File: config.mk
export PLATFORM = sky130hd
export DESIGN_NAME = m_led_arbiter_flat
export DESIGN_NICKNAME = d
export VERILOG_FILES = /design/src/rtl/led_arb_pkg.sv /design/src/rtl/m_led_arbiter_if.sv /design/src/rtl/m_tick_gen.sv /design/src/rtl/m_led_arbiter.sv /design/src/flat_wrapper.sv
export SDC_FILE = /design/constraint.sdc
export NUM_CORES = 1
export LEC_CHECK = 0
export ABC_AREA = 1
export CORE_ASPECT_RATIO = 1.25
export CORE_UTILIZATION = 50
export DETAILED_ROUTE_END_ITERATION = 8
export GPL_ROUTABILITY_DRIVEN = 0
export PLACE_DENSITY_LB_ADDON = 0.25
export REMOVE_ABC_BUFFERS = 1
export SETUP_SLACK_MARGIN = 0.15
export SLEW_MARGIN = 20
export SYNTH_ARGS = -nofsm -noshare
export SYNTH_HDL_FRONTEND = slang
export SYNTH_SLANG_ARGS = --single-unit
File: constraint.sdc
create_clock -name w_clk -period 4.78 [get_ports w_clk]
set_input_delay 0.956 -clock w_clk [delete_from_list [all_inputs] [get_ports w_clk]]
set_output_delay 0.956 -clock w_clk [all_outputs]
set_load 0.005 [all_outputs]
File: src/rtl/led_arb_pkg.sv
// Shared definitions for the LED time-slot arbiter.
//   - state_e       : arbiter FSM encoding (IDLE=0, SHOW=1)
//   - NUM_REQ/LED_W : requester count and LED width
//   - rr_onehot     : rotating-priority one-hot pick from (req, ptr)
//   - onehot_to_idx : index of the set bit of a one-hot vector
package led_arb_pkg;

  localparam int NUM_REQ = 4;
  localparam int LED_W   = 4;
  localparam int PTR_W   = 2;

  typedef enum logic {
    IDLE = 1'b0,
    SHOW = 1'b1
  } state_e;

  // First requester with its bit set, searching ptr, ptr+1, ... modulo NUM_REQ.
  function automatic logic [NUM_REQ-1:0] rr_onehot(input logic [NUM_REQ-1:0] req,
                                                   input logic [PTR_W-1:0]   ptr);
    logic [NUM_REQ-1:0] oh;
    logic [PTR_W-1:0]   idx;
    logic               found;
    oh    = '0;
    found = 1'b0;
    for (int k = 0; k < NUM_REQ; k++) begin
      idx = ptr + PTR_W'(k);
      if (req[idx] && !found) begin
        oh[idx] = 1'b1;
        found   = 1'b1;
      end
    end
    return oh;
  endfunction

  function automatic logic [PTR_W-1:0] onehot_to_idx(input logic [NUM_REQ-1:0] oh);
    logic [PTR_W-1:0] idx;
    idx = '0;
    for (int k = 0; k < NUM_REQ; k++) begin
      if (oh[k]) idx = PTR_W'(k);
    end
    return idx;
  endfunction

endpackage

File: src/rtl/m_led_arbiter_if.sv
// Bundle between application requesters and the arbiter.
//   w_req       : request per requester (bit i = requester i)
//   w_pat       : 4-bit pattern per requester, [4i+3:4i] = requester i
//   w_led       : registered LED drive
//   w_grant     : registered one-hot grant, zero when idle
//   w_busy      : registered, high while a slot is active
//   w_dbg_state : current arbiter FSM state, for checkers
// Handshake: a requester holds w_req[i] high for as long as it wants the
// LEDs; the grant is visible on w_grant one edge later, and dropping
// w_req[i] while granted ends the slot at the next edge.
interface m_led_arbiter_if;
  import led_arb_pkg::*;

  logic [NUM_REQ-1:0]       w_req;
  logic [NUM_REQ*LED_W-1:0] w_pat;
  logic [LED_W-1:0]         w_led;
  logic [NUM_REQ-1:0]       w_grant;
  logic                     w_busy;
  state_e                   w_dbg_state;

  modport master (
    output w_req, w_pat,
    input  w_led, w_grant, w_busy, w_dbg_state
  );

  modport slave (
    input  w_req, w_pat,
    output w_led, w_grant, w_busy, w_dbg_state
  );

endinterface

File: src/rtl/m_tick_gen.sv
// Free-running divide-by-TICK_CNT tick generator (also used by the board
// blinker top).
//   w_clk   : clock
//   w_rst_n : asynchronous active-low reset
//   w_clr   : forces the count back to 0 at the next edge
//   w_tick  : high for the one cycle where the count equals TICK_CNT-1
module m_tick_gen #(
  parameter int TICK_CNT = 100000000
) (
  input  logic w_clk,
  input  logic w_rst_n,
  input  logic w_clr,
  output logic w_tick
);

  localparam int CW = $clog2(TICK_CNT);

  logic [CW-1:0] cnt_q;
  logic [CW-1:0] cnt_d;

  always_comb begin
    w_tick = (cnt_q == CW'(TICK_CNT - 1));
    cnt_d  = cnt_q + CW'(1);
    if (w_tick || w_clr) cnt_d = '0;
  end

  always_ff @(posedge w_clk or negedge w_rst_n) begin
    if (!w_rst_n) cnt_q <= '0;
    else          cnt_q <= cnt_d;
  end

endmodule

File: src/rtl/m_led_arbiter.sv
// Round-robin time-slot scheduler for the 4 board LEDs.
// Each grant owns the LEDs for SLOT_TICKS ticks of TICK_CNT cycles; an idle
// arbiter shows a heartbeat toggling every tick.
//   w_clk   : clock
//   w_rst_n : asynchronous active-low reset
//   bus     : m_led_arbiter_if.slave (w_req, w_pat in; w_led, w_grant,
//             w_busy, w_dbg_state out)
// Optional build macro LED_ARB_BLINK_EN: the granted pattern is gated by a
// phase bit that starts at 1 on every grant and toggles each tick.
module m_led_arbiter
  import led_arb_pkg::*;
#(
  parameter int TICK_CNT   = 100000000,
  parameter int SLOT_TICKS = 2
) (
  input  logic            w_clk,
  input  logic            w_rst_n,
  m_led_arbiter_if.slave  bus
);

  localparam int SW = (SLOT_TICKS > 1) ? $clog2(SLOT_TICKS) : 1;

  state_e             state_q, state_d;
  logic [SW-1:0]      slot_q, slot_d;
  logic [PTR_W-1:0]   ptr_q, ptr_d;
  logic [PTR_W-1:0]   gidx_q, gidx_d;
  logic [NUM_REQ-1:0] grant_q, grant_d;
  logic               busy_q, busy_d;
  logic [LED_W-1:0]   led_q, led_d;
  logic               hb_q, hb_d;
`ifdef LED_ARB_BLINK_EN
  logic               ph_q, ph_d;
`endif

  logic               tick;
  logic               cnt_clr;
  logic               do_grant;
  logic               slot_end;
  logic [NUM_REQ-1:0] sel_oh;
  logic [PTR_W-1:0]   sel_idx;
  logic [LED_W-1:0]   gnt_pat;

  m_tick_gen #(
    .TICK_CNT (TICK_CNT)
  ) u_tick_gen (
    .w_clk   (w_clk),
    .w_rst_n (w_rst_n),
    .w_clr   (cnt_clr),
    .w_tick  (tick)
  );

  always_comb begin
    state_d  = state_q;
    slot_d   = slot_q;
    ptr_d    = ptr_q;
    gidx_d   = gidx_q;
    grant_d  = grant_q;
    busy_d   = busy_q;
    led_d    = led_q;
    hb_d     = hb_q;
`ifdef LED_ARB_BLINK_EN
    ph_d     = ph_q;
`endif
    cnt_clr  = 1'b0;
    do_grant = 1'b0;
    slot_end = 1'b0;

    sel_oh  = rr_onehot(bus.w_req, ptr_q);
    sel_idx = onehot_to_idx(sel_oh);
    gnt_pat = bus.w_pat[{gidx_q, 2'b00} +: LED_W];

    case (state_q)
      IDLE: begin
        hb_d  = hb_q ^ tick;
        led_d = {LED_W{hb_d}};
        if (|bus.w_req) do_grant = 1'b1;
      end
      SHOW: begin
`ifdef LED_ARB_BLINK_EN
        led_d = gnt_pat & {LED_W{ph_q}};
        ph_d  = ph_q ^ tick;
`else
        led_d = gnt_pat;
`endif
        if (tick) slot_d = slot_q + SW'(1);
        // Early release counts as a slot end; its own bit is then clear so
        // the pick naturally moves on to someone else.
        slot_end = (tick && (slot_q == SW'(SLOT_TICKS - 1))) || !bus.w_req[gidx_q];
        if (slot_end) begin
          if (|bus.w_req) begin
            do_grant = 1'b1;
          end else begin
            state_d = IDLE;
            grant_d = '0;
            busy_d  = 1'b0;
            hb_d    = 1'b0;
            led_d   = '0;
          end
        end
      end
      default: state_d = IDLE;
    endcase

    // Fresh slot: restart the tick phase so every slot is exactly
    // SLOT_TICKS*TICK_CNT cycles long.
    if (do_grant) begin
      state_d = SHOW;
      grant_d = sel_oh;
      gidx_d  = sel_idx;
      ptr_d   = sel_idx + PTR_W'(1);
      busy_d  = 1'b1;
      slot_d  = '0;
      cnt_clr = 1'b1;
`ifdef LED_ARB_BLINK_EN
      ph_d    = 1'b1;
`endif
    end
  end

  always_ff @(posedge w_clk or negedge w_rst_n) begin
    if (!w_rst_n) begin
      state_q <= IDLE;
      slot_q  <= '0;
      ptr_q   <= '0;
      gidx_q  <= '0;
      grant_q <= '0;
      busy_q  <= 1'b0;
      led_q   <= '0;
      hb_q    <= 1'b0;
    end else begin
      state_q <= state_d;
      slot_q  <= slot_d;
      ptr_q   <= ptr_d;
      gidx_q  <= gidx_d;
      grant_q <= grant_d;
      busy_q  <= busy_d;
      led_q   <= led_d;
      hb_q    <= hb_d;
    end
  end

`ifdef LED_ARB_BLINK_EN
  always_ff @(posedge w_clk or negedge w_rst_n) begin
    if (!w_rst_n) ph_q <= 1'b0;
    else          ph_q <= ph_d;
  end
`endif

  assign bus.w_led       = led_q;
  assign bus.w_grant     = grant_q;
  assign bus.w_busy      = busy_q;
  assign bus.w_dbg_state = state_q;

endmodule

File: src/flat_wrapper.sv
// flat-port wrapper written by rule: the top's interface ports become plain ports
module m_led_arbiter_flat import led_arb_pkg::*;
#(
  parameter int TICK_CNT   = 100000000,
  parameter int SLOT_TICKS = 2
)
  (w_clk, w_rst_n, bus_w_req, bus_w_pat, bus_w_led, bus_w_grant, bus_w_busy, bus_w_dbg_state);
  m_led_arbiter_if bus_i ();
  input  logic w_clk;
  input  logic w_rst_n;
  input wire logic [$bits(bus_i.w_req)-1:0] bus_w_req;
  input wire logic [$bits(bus_i.w_pat)-1:0] bus_w_pat;
  output wire logic [$bits(bus_i.w_led)-1:0] bus_w_led;
  output wire logic [$bits(bus_i.w_grant)-1:0] bus_w_grant;
  output wire logic [$bits(bus_i.w_busy)-1:0] bus_w_busy;
  output wire logic [$bits(bus_i.w_dbg_state)-1:0] bus_w_dbg_state;
  assign bus_i.w_req = bus_w_req;
  assign bus_i.w_pat = bus_w_pat;
  assign bus_w_led = bus_i.w_led;
  assign bus_w_grant = bus_i.w_grant;
  assign bus_w_busy = bus_i.w_busy;
  assign bus_w_dbg_state = bus_i.w_dbg_state;
  m_led_arbiter #(.TICK_CNT(TICK_CNT), .SLOT_TICKS(SLOT_TICKS)) u_core (.w_clk(w_clk), .w_rst_n(w_rst_n), .bus(bus_i));
endmodule
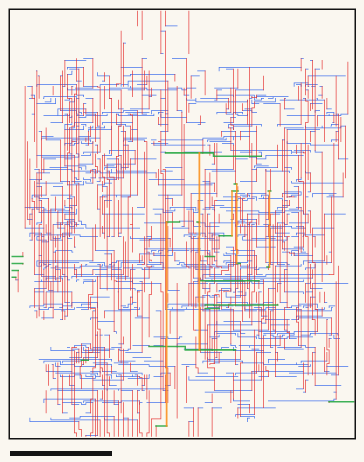
Fig. 1. Metal layers overlaid (run 1).
The bar under the picture is 20 um long.
met2: marked red, wire length 3180 um. met3: marked green, wire length 89.7 um. met1: marked blue, wire length 2480 um. met4: marked orange, wire length 118 um.
routed wire length: 5865 um
via count: 2373
routed len/inst: 12.83 um
total track usage: 22.42%

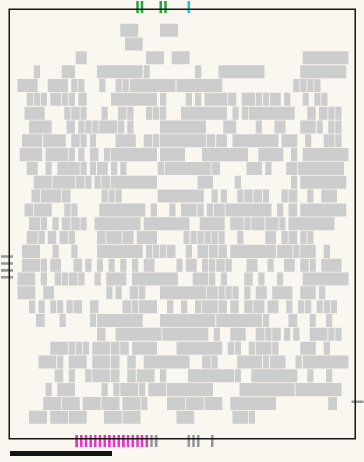
Fig. 2. Ports around the boundary (run 1).
The bar under the picture is 20 um long. Pins as bars across the die edge, other pins in gray.
bus_w_grant: marked green, pins 4, direction output, edge top. bus_w_busy: marked cyan, pins 1, direction output, edge top. bus_w_pat: marked magenta, pins 16, direction input, edge bottom.
DIE HEIGHT: 84.22 um
Die W: 67.78 um
PortBufs: 31

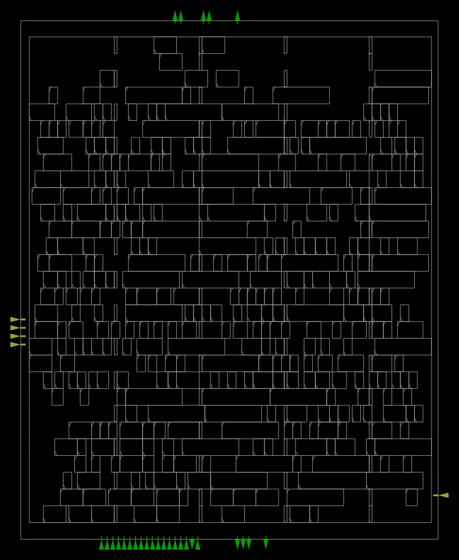
Fig. 3. Placement view (run 1).
Well Taps: 62
final core utilization: 61.95%
core box area: 5152 um^2
Finished Layout Cells: 457

==> deck_impl_summary.md, run 1 <==
Key Metrics from the Run

Floorplanning
  – Fp util: a little over half
  – FP Rows: 29
  – DIE AREA: 5708 um^2

Finish
  – Ant diodes: 0
  – Logic share of the area: between 40% and 50%
  – Cell area after layout: between 3000 and 4000 um^2
  – Combinational gate area: between 1000 and 1500 um^2
  – Most frequent logic cell in the layout: nand2_1
  – Multi-input gates: approximately 270
  – Register area: between 1000 and 1500 um^2
  – Inverters: approximately 43
  – Clock buffers: 6
  – Repair and plain buffers: 31
  – Area growth syn-to-layout: 18.05%
  – Largest register FFs: 27
  – Flop share of the area: roughly 34%
  – Leading cell kind: multi-input combinational cells

Logic synthesis
  – Number of synthesized register bits: 43
  – Adder Area Share: under 10%
  – Multiplexer share: 0%
  – Synth Instances: 359
  – Cells in synth_stat.txt: between 300 and 400
  – Main logic family: simple AND/OR/NAND/NOR gates
  – Simple share: between 30% and 40%
  – Main area contributors: dfrtp_1 40%, nand2_1 14%, nor2_1 5.6%, inv_1 5.3%, nand3_1 3.9%
  – Netlist cell types: 29
  – Post-synth seq share: 39.80%
  – Top cells by count: 102 x nand2_1, 43 x dfrtp_1, 40 x nor2_1
  – AO/OA Area Share: ~6%
  – Yosys xor share: 5.183%
  – Synth warn: 0
  – Most frequent cell after synthesis: nand2_1
  – Main flop type: dfrtp_1
  – Chip Area, Yosys: approximately 2700 um^2
  – Post-synth EDFFs: 0
  – Post-Syn Area: between 2000 and 3000 um^2

Setup path
  – Crit-path cells: clkdlybuf4s50_1, inv_1, o21ai_0, nand2_1, nor2_1, nand2_2, nand2_4, nand2_4, nor3b_1
  – Path length in cells of the critical path: 9
  – Slowest cell on crit path: clkdlybuf4s50_1
  – Worst Reg-to-Reg Cells: 13
  – Data required time at the worst endpoint: around 5.0 ns
  – Critical path fanouts, max: 28
  – Critical Path Sink: u_core.u_tick_gen.cnt_q[2]
  – Crit start category: input port
  – CP max stage delay: ~0.52 ns
  – Critical path's top delay family: simple AND/OR/NAND/NOR gates
  – Worst r2r dst: u_core.ptr_q[0]
  – Critical path capture point type: flop

Timing
  – Worst-Margin Slew: 0.9314 ns
  – Clock skew: roughly 0.009 ns
  – Hold slack: 0.4580 ns
  – Max-slew headroom: 37.90%
  – Setup TNS: 0 ns
  – Max Freq: ~410 MHz
  – Max-slew violations: 0
  – Slack of the critical path: roughly 2.4 ns
  – RSZ-0062 raised after global routing: no

Hold path
  – Worst hold stages: 1
  – HP Start: u_core.u_tick_gen.cnt_q[0]
  – Hold crit path type: reg -> reg
  – Worst hold endpoint: u_core.u_tick_gen.cnt_q[0]

Clocking
  – CTS H-tree lvls: 2
  – Max Root-Sink Buffers: 2
  – Post-CTS Resized: 0
  – CTS tree: yes
  – Clock sinks: 43
  – Latency at later pin: roughly 0.3 ns
  – Worst-path clk slew: 0.08 ns
  – Post-CTS Setup Bufs: 0

Place
  – DP Area: between 3000 and 4000 um^2
  – Dpl ws: ~2.1 ns
  – Placed insts: roughly 450
  – HPWL Detailed: approximately 4400 um

Detailed routing
  – Antenna Nets Post-Route: 0
  – Top layer used by detailed routing: met4
  – Pre-antenna DRT Iters: 4
  – DRC viols: 0
  – Initial DRC Count: 120

GRT
  – Initial antenna violation count: 0
  – GR peak layer: met2
  – M2 GR Usage: approximately 42%
  – First-pass GRT wire length: 9887 um
  – Pin count of the biggest net entering global routing: 44
  – Vias in the first global route: ~2400
  – Met3 track demand over resource: roughly 3%

Flow run
  – # Max-Cap Violations: 0

Pwr
  – Total power: 1.573 mW
  – Sw Ratio: between 40% and 50%
  – Clock power frac: a little over a fifth
  – PwrDens: just under 500 nW/um^2
  – Peak VDD IR: 0.4264 mV
  – Combinational share of power: a little under half

Outcome
  – Status: completed
==> run 1: worst register-to-register path, cell delays in order, from the launching register on <==
cell     delay, ns
dfrtp_1       0.57
inv_2         0.19
ha_1          0.39
inv_1         0.08
nand3_1       0.08
nand2_1       0.10
nand2_4       0.12
nor2_4        0.05
nand2_1       0.07
nand2_2       0.07
nor2_4        0.13
nand2_2       0.08
nand2_1       0.06
o21ai_1       0.05
==> run 1: power by group through the flow <==
stage	clock [mW]	sequential, mW	combinational, mW
2_1_floorplan	0	0.486	0.531
3_3_place_gp	0	0.500	0.718
3_5_place_dp	0	0.499	0.751
4_1_cts	0.337	0.493	0.749
5_1_grt	0.353	0.503	0.838
6_report	0.333	0.493	0.747
==> run 1 -> run 2 <==
==> constraint.sdc (replaced) <==
create_clock -name w_clk -period 2.2 [get_ports w_clk]
set_input_delay 0.44 -clock w_clk [delete_from_list [all_inputs] [get_ports w_clk]]
set_output_delay 0.44 -clock w_clk [all_outputs]
set_load 0.005 [all_outputs]
==> run 2 against run 1 <==
Against the previous run:
- flip-flop count unchanged
- utilization rose by 1.1 points
- final cell count grew 1.5%
- combinational power grew 130%
- sequential share of layout area shrank 0.57 points
- first-iteration DRC count grew 23%
- register-to-register slack got worse by 2.3 ns
- power rose by 110%
- clock skew about the same
- area after synthesis did not move
- routed wire length fell by 3.1%
- via count grew 1.0%
- critical path type is now reg -> reg
- critical endpoint is now u_core.slot_q
- largest cell class unchanged
- highest routed layer unchanged
==> deck_impl_summary.md, run 2 <==
Key Metrics from the Run

Logic synthesis
  – Multiplexer share: 0% (unchanged)
  – Synth warn: 0 (unchanged)
  – Adder Area Share: 3.239% (unchanged)
  – Cells in synth_stat.txt: 359 (unchanged)
  – Main logic family: simple AND/OR/NAND/NOR gates
  – Top cells by count: 102 x nand2_1, 43 x dfrtp_1, 40 x nor2_1
  – Simple share: 38.82% (unchanged)
  – Number of synthesized register bits: 43 (unchanged)
  – Post-Syn Area: 2704 um^2 (unchanged)
  – Yosys top cell by area: dfrtp_1
  – Post-synth seq share: 39.80% (unchanged)
  – Post-synth EDFFs: 0 (unchanged)
  – Yosys xor share: 5.183% (unchanged)
  – Main flop type: dfrtp_1
  – Synth Instances: 359 (unchanged)
  – Main area contributors: dfrtp_1 40%, nand2_1 14%, nor2_1 5.6%, inv_1 5.3%, nand3_1 3.9%
  – Top-area cell share: 39.80%
  – Post-synth ARST share: 100.0%
  – AO/OA Area Share: 5.969% (unchanged)
  – Chip Area, Yosys: 2704 um^2 (unchanged)
  – Most frequent cell after synthesis: nand2_1
  – Netlist cell types: 29 (unchanged)

GRT
  – First-pass GRT wire length: 9515 um (-3.8%)
  – Pin count of the biggest net entering global routing: 44 (unchanged)
  – Initial antenna violation count: 0 (unchanged)
  – GR Overflow Total: 0
  – Total track usage: 21.49% (-0.92 points)
  – Vias in the first global route: 2260 (-4.4%)

Timing
  – RSZ-0062 raised after global routing: no
  – Clock skew: 0.008649 ns (-0.0003155 ns)
  – Max-slew violations: 0 (unchanged)
  – Max Freq: approximately 530 MHz
  – Worst-Margin Slew: 0.4023 ns (-0.5291 ns)
  – Max-slew headroom: 72.93% (+35 points)
  – Setup TNS: 0 ns (unchanged)

Pwr
  – Combinational logic power: 1.75 mW (+130%)
  – Seq group: 1.01 mW (+100%)
  – PwrDens: 1025 nW/um^2 (+110%)
  – Power in the clock group: 566 uW (+70%)
  – Total power: 3.327 mW (+110%)
  – Clock power frac: 17.0% (-4.2 points)
  – Sw Ratio: 42.42% (+0.78 points)
  – Pwr top: combinational logic
  – Sequential Power Share: 30.5%
  – P_sw: around 1.4 mW
  – Combinational share of power: 52.5% (+5.0 points)
  – Peak VDD IR: 0.8078 mV (+89%)

Setup path
  – Worst setup path startpoint: u_core.u_tick_gen.cnt_q[0]
  – Data required time at the worst endpoint: 2.39 ns (-2.60 ns)
  – Critical path's top delay family: simple AND/OR/NAND/NOR gates
  – Critical path fanouts, max: 28 (unchanged)
  – Worst R2R Setup Slack: around 0.33 ns
  – Critical path capture point type: flop
  – Crit start category: flop
  – Crit-path cells: ha_1, nand2_1, nor2_4, nand2_4, nor3_1, nand4_1, nand2_8, nand2_1, nand2_1, nand2_1
  – Worst Reg-to-Reg Cells: 10 (-3)
  – Critical Path Sink: u_core.slot_q
  – Worst r2r dst: u_core.slot_q
  – Slowest cell on crit path: dfrtp_1
  – Buf+Inv Stages, Crit Path: 0
  – Critical path type: reg -> reg
  – CP max stage delay: 0.38 ns (-0.14 ns)
  – Path length in cells of the critical path: 10 (+1)

Finish
  – Most frequent logic cell in the layout: nand2_1
  – Largest register FFs: 27 (unchanged)
  – Clock buffers: 7 (+1)
  – Leading cell kind: multi-input combinational cells
  – Ant diodes: 0 (unchanged)
  – Multi-input gates: 270 (unchanged)
  – Combinational gate area: 1458 um^2 (+1.3%)
  – Register area: 1076 um^2 (unchanged)
  – Logic share of the area: 44.89% (-0.19 points)
  – Final clock-cell share: between 3 and 4%
  – Inverters: 43 (unchanged)

Floorplanning
  – Core box area: 5152 um^2 (unchanged)
  – Fp util: 52.48% (unchanged)
  – FP Rows: 29 (unchanged)
  – DIE AREA: 5708 um^2 (unchanged)
  – Die W: 67.78 um (unchanged)
  – Well Taps: 62 (unchanged)
  – DIE HEIGHT: 84.22 um (unchanged)

Place
  – HPWL Detailed: 4369 um (-1.4%)
  – DP Area: 3117 um^2 (+1.9%)
  – PortBufs: 31 (unchanged)

Detailed routing
  – Routed len/inst: 12.25 um (-4.6%)
  – Initial DRC Count: 147 (+23%)
  – DRC viols: 0 (unchanged)
  – Antenna Nets Post-Route: 0 (unchanged)
  – Pre-antenna DRT Iters: 4 (unchanged)

Clocking
  – Post-CTS Setup Bufs: 0 (unchanged)
  – Latency at later pin: 0.30 ns (about the same)
  – CTS Buf Count: 5
  – Clock sinks: 43 (unchanged)
  – Max Root-Sink Buffers: 2 (unchanged)
  – CTS tree: yes
  – Worst-path clk slew: 0.08 ns (about the same)
  – Post-CTS Resized: 0 (unchanged)
  – CTS H-tree lvls: 2 (unchanged)

Flow run
  – # Max-Cap Violations: 0 (unchanged)

Hold path
  – Hold crit path type: in -> async

Outcome
  – Status: completed
[run 2: cell counts after synthesis]
Identical to the previous run, type by type.
[run 2: per-layer routing]
metal | GRT usage, % | vias to the layer above | wire, um
met3 | 2.310 | 10 | 79
met4 | 8.144 | 0 | 112
li1 | - | 1225 | -
met1 | 25.30 | 1136 | 2441
met5 | 0 | - | 0
met2 | 38.61 | 26 | 3050
[run 2: per-stage QoR]
step | utilization (%) | cells | setup WS [ns] | hold slack, ns
global placement | 60.49 | 455 | 0.1292 | 0.4321
CTS | 62.51 | 463 | 0.2346 | 0.1098
detailed placement | 60.49 | 455 | 0.05986 | 0.4302
finish | 63.02 | 464 | 0.3269 | 0.09282
floorplan | - | 356 | 0.3865 | 0.1444
global route | 63.02 | 464 | 0.1447 | 0.1289
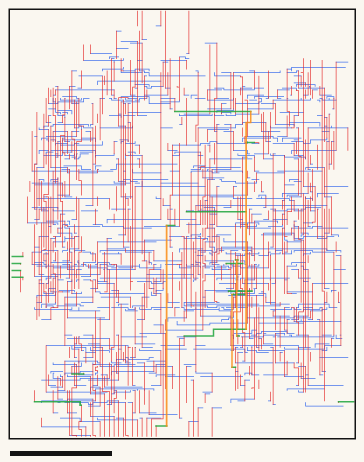
Fig. 4. Metal layers overlaid (run 2).
The bar under the picture is 20 um long.
met1: marked blue, wire length 2440 um. met2: marked red, wire length 3050 um. met4: marked orange, wire length 112 um. met3: marked green, wire length 79.5 um.
via count: 2397
routed wire length: 5683 um

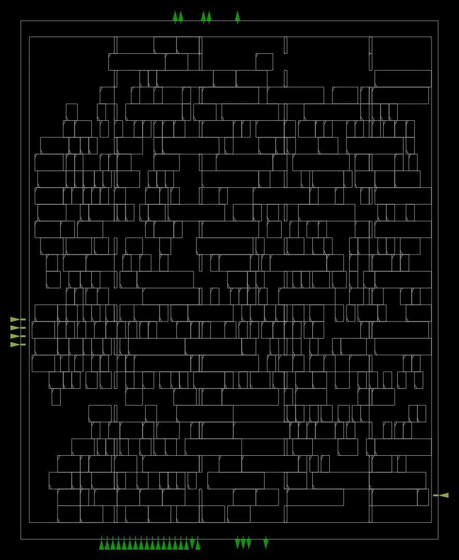
Fig. 5. Placement view (run 2).
seq_cells: 43
flop share of the area: 33.14%
final core utilization: 63.02%

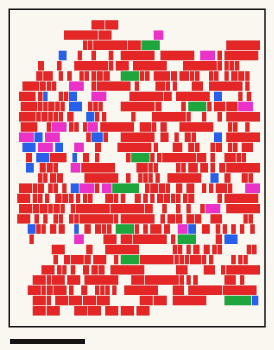
Fig. 6. Cell sizes after repair (run 2).
The bar under the picture is 20 um long.
drive 6 and up: marked green, cells 9, share 2.2%. drive 2: marked blue, cells 21, share 5.2%. drive 3 to 4: marked magenta, cells 18, share 4.5%. drive 1 or less: marked red, cells 354, share 88%.
Area growth syn-to-layout: 20.08%
Repair and plain buffers: 38
cell area after layout: 3247 um^2

==> run 2 -> run 3 <==
--- a/config.mk
+++ b/config.mk
@@ -10,6 +10,7 @@
 export CORE_UTILIZATION = 50
 export DETAILED_ROUTE_END_ITERATION = 8
 export GPL_ROUTABILITY_DRIVEN = 0
+export HOLD_SLACK_MARGIN = 0.12
 export PLACE_DENSITY_LB_ADDON = 0.25
 export REMOVE_ABC_BUFFERS = 1
 export SETUP_SLACK_MARGIN = 0.15
==> run 3 against run 2 <==
Against the previous run:
- design area rose by 0.31%
- first-iteration DRC count down 11%
- routed wire length increased by 0.49%
- clock skew hardly changed
- area after synthesis unchanged
- clock power barely moved
- setup slack worse by 0.0036 ns
- final cell count grew 0.22%
- power grew 0.16%
==> deck_impl_summary.md, run 3 <==
Key Metrics from the Run

Outcome
  – Status: completed

Timing
  – Max-slew violations: 0 (unchanged)
  – Period utilization: between 80% and 90%
  – Max-slew headroom: 73.04% (+0.11 points)
  – Final hold violations: 0
  – Final Critical Period: about 1.9 ns
  – Worst-Margin Slew: 0.4008 ns (-0.001573 ns)
  – Max Freq: 532.9 MHz (-0.19%)
  – RSZ-0062 raised after global routing: no
  – Finish-stage setup viols: 0
  – Setup TNS: 0 ns (unchanged)
  – Clock skew: 0.008519 ns (-0.0001298 ns)
  – Hold slack: 0.4859 ns (+0.3930 ns)

Floorplanning
  – Die W: 67.78 um (unchanged)
  – DIE HEIGHT: 84.22 um (unchanged)
  – FP Rows: 29 (unchanged)
  – Fp util: 52.48% (unchanged)
  – Core box area: 5152 um^2 (unchanged)
  – Ports: 32
  – DIE AREA: 5708 um^2 (unchanged)

Finish
  – Ant diodes: 0 (unchanged)
  – Layout Nets: roughly 430
  – Largest Register: u_core.u_tick_gen.cnt_q
  – Share of layout cells above drive strength 1: between 10% and 20%
  – Top cells excl fill/tap: 102 x nand2_1, 43 x dfrtp_1, 40 x nor2_1, 38 x inv_1, 30 x clkdlybuf4s50_1
  – Largest register FFs: 27 (unchanged)
  – Most frequent logic cell in the layout: nand2_1
  – Area growth syn-to-layout: 20.45%

Pwr
  – P_sw: 1.415 mW (+0.30%)
  – Pwr top: combinational logic
  – Total power: 3.332 mW (+0.16%)
  – Clock power frac: 17.0% (about the same)
  – Seq group: 1.01 mW (about the same)
  – Sequential Power Share: 30.4% (about the same)
  – Combinational share of power: 52.6% (about the same)
  – Power in the clock group: 566 uW (about the same)
  – Peak VDD IR: 0.8070 mV (about the same)
  – Combinational logic power: 1.75 mW (about the same)
  – Sw Ratio: 42.48% (+0.059 points)
  – Lkg Pwr: 1.487 nW
  – Cell Int Power: approximately 1.9 mW
  – PwrDens: 1023 nW/um^2 (-0.15%)

Hold path
  – Worst hold endpoint: u_core.bus.w_grant[0]
  – Worst hold stages: 2
  – Hold crit path type: reg -> reg
  – HP Start: u_core.bus.w_grant[0]

Logic synthesis
  – Chip Area, Yosys: 2704 um^2 (unchanged)
  – Main flop type: dfrtp_1
  – Top cells by count: 102 x nand2_1, 43 x dfrtp_1, 40 x nor2_1
  – Synth warn: 0 (unchanged)
  – Yosys top cell by area: dfrtp_1
  – Synth Instances: 359 (unchanged)
  – Post-synth seq share: 39.80% (unchanged)
  – Adder Area Share: 3.239% (unchanged)
  – Top-area cell share: 39.80% (unchanged)
  – Number of synthesized register bits: 43 (unchanged)
  – Yosys xor share: 5.183% (unchanged)
  – Main area contributors: dfrtp_1 40%, nand2_1 14%, nor2_1 5.6%, inv_1 5.3%, nand3_1 3.9%
  – Cells in synth_stat.txt: 359 (unchanged)
  – AO/OA Area Share: 5.969% (unchanged)
  – Mean Syn Cell Area: 7.532 um^2
  – Post-synth EDFFs: 0 (unchanged)
  – Simple share: 38.82% (unchanged)
  – Most frequent cell after synthesis: nand2_1
  – Main logic family: simple AND/OR/NAND/NOR gates
  – Multiplexer share: 0% (unchanged)
  – Post-synth ARST share: 100.0% (unchanged)
  – Post-Syn Area: 2704 um^2 (unchanged)
  – Netlist cell types: 29 (unchanged)

Setup path
  – Crit path arrival time: roughly 2.1 ns
  – Worst flop-to-flop path startpoint: u_core.u_tick_gen.cnt_q[0]
  – Critical Path Sink: u_core.slot_q
  – Critical path type: reg -> reg
  – Slowest cell on crit path: dfrtp_1
  – Data required time at the worst endpoint: 2.39 ns (about the same)
  – Critical path fanouts, max: 28 (unchanged)
  – Worst setup path startpoint: u_core.u_tick_gen.cnt_q[0]
  – Worst r2r dst: u_core.slot_q
  – CP max stage delay: 0.38 ns (about the same)
  – CP dominant cell by count: nand2_1
  – Worst Reg-to-Reg Cells: 10 (unchanged)
  – Crit start category: flop
  – Critical path capture point type: flop
  – Crit-path cells: ha_1, nand2_1, nor2_4, nand2_4, nor3_1, nand4_1, nand2_8, nand2_1, nand2_1, nand2_1
  – Worst R2R Setup Slack: 0.32 ns (about the same)

GRT
  – Vias in the first global route: 2260 (unchanged)
  – Pin count of the biggest net entering global routing: 44 (unchanged)
  – GR Overflow Total: 0 (unchanged)
  – Initial antenna violation count: 0 (unchanged)
  – First-pass GRT wire length: 9515 um (unchanged)

Clocking
  – Max Root-Sink Buffers: 2 (unchanged)
  – Post-CTS Resized: 0 (unchanged)
  – Clock sinks: 43 (unchanged)
  – CTS Hold Bufs: 1
  – Clock root buffer: clkbuf_8
  – CTS Buf Count: 5 (unchanged)
  – Post-CTS Setup Bufs: 0 (unchanged)
  – Latency at later pin: 0.30 ns (about the same)
  – CTS tree: yes
  – CTS H-tree lvls: 2 (unchanged)
  – Worst-path clk slew: 0.08 ns (about the same)

Flow run
  – Tool warnings: 30
  – # Max-Cap Violations: 0 (unchanged)

Detailed routing
  – Initial DRC Count: 131 (-11%)
  – DRC viols: 0 (unchanged)
  – Pre-antenna DRT Iters: 4 (unchanged)
  – Vias per cell: between 5 and 6
  – Antenna Nets Post-Route: 0 (unchanged)

Place
  – Dpl ws: 0.05986 ns (unchanged)
  – HPWL Detailed: 4369 um (unchanged)
  – PortBufs: 31 (unchanged)
  – Placed insts: 455 (unchanged)
  – DP Area: 3117 um^2 (unchanged)
[run 3: cell type report]
type                            count  area (um^2)
Inverter                           43        161.4
Fill cell                         498         1896
Multi-Input combinational cell    270         1458
Clock buffer                        7        96.34
Timing Repair Buffer               39        380.4
Tap cell                           62        77.57
Clock inverter                      1        7.507
Sequential cell                    43         1076
[run 3: per-layer routing]
layer | GRT usage [%] | wire, um | vias to the layer above
met5 | 0 | 0 | -
met4 | 8.144 | 98 | 0
met3 | 2.310 | 112 | 8
met2 | 38.61 | 3051 | 31
met1 | 25.30 | 2449 | 1133
li1 | - | - | 1230
[run 3: worst max-delay path, delay by kind of cell (launching register included)]
family	cells	cell delay, ns
and+or+nand+nor	9	1.22
adders and majority gates	1	0.18
DFF	1	0.38
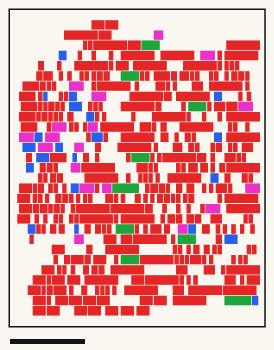
Fig. 7. Cell sizes after repair (run 3).
The bar under the picture is 20 um long.
drive 1 or less: marked red, cells 355, share 88%. drive 3 to 4: marked magenta, cells 18, share 4.5%. drive 6 and up: marked green, cells 9, share 2.2%. drive 2: marked blue, cells 21, share 5.2%.
slack of the critical path: 0.3233 ns
Repair and plain buffers: 39
cell area after layout: 3257 um^2

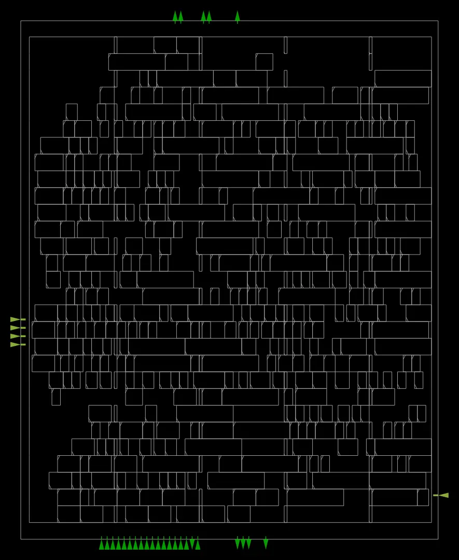
Fig. 8. Placement view (run 3).
final core utilization: 63.21%
flop share of the area: 33.04%
Finished Layout Cells: 465

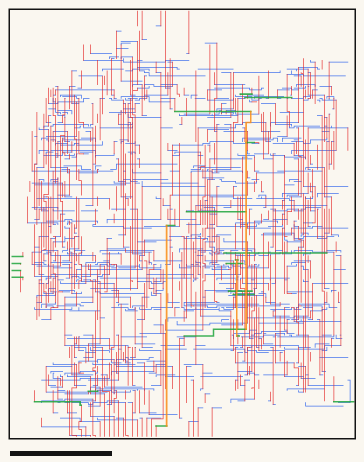
Fig. 9. Metal layers overlaid (run 3).
The bar under the picture is 20 um long.
met1: marked blue, wire length 2450 um. met4: marked orange, wire length 98.2 um. met3: marked green, wire length 113 um. met2: marked red, wire length 3050 um.
routed len/inst: 12.28 um
routed wire length: 5711 um
total track usage: 21.49%
via count: 2402

Power figures rest on the tool's default switching activity, not on a simulated workload.
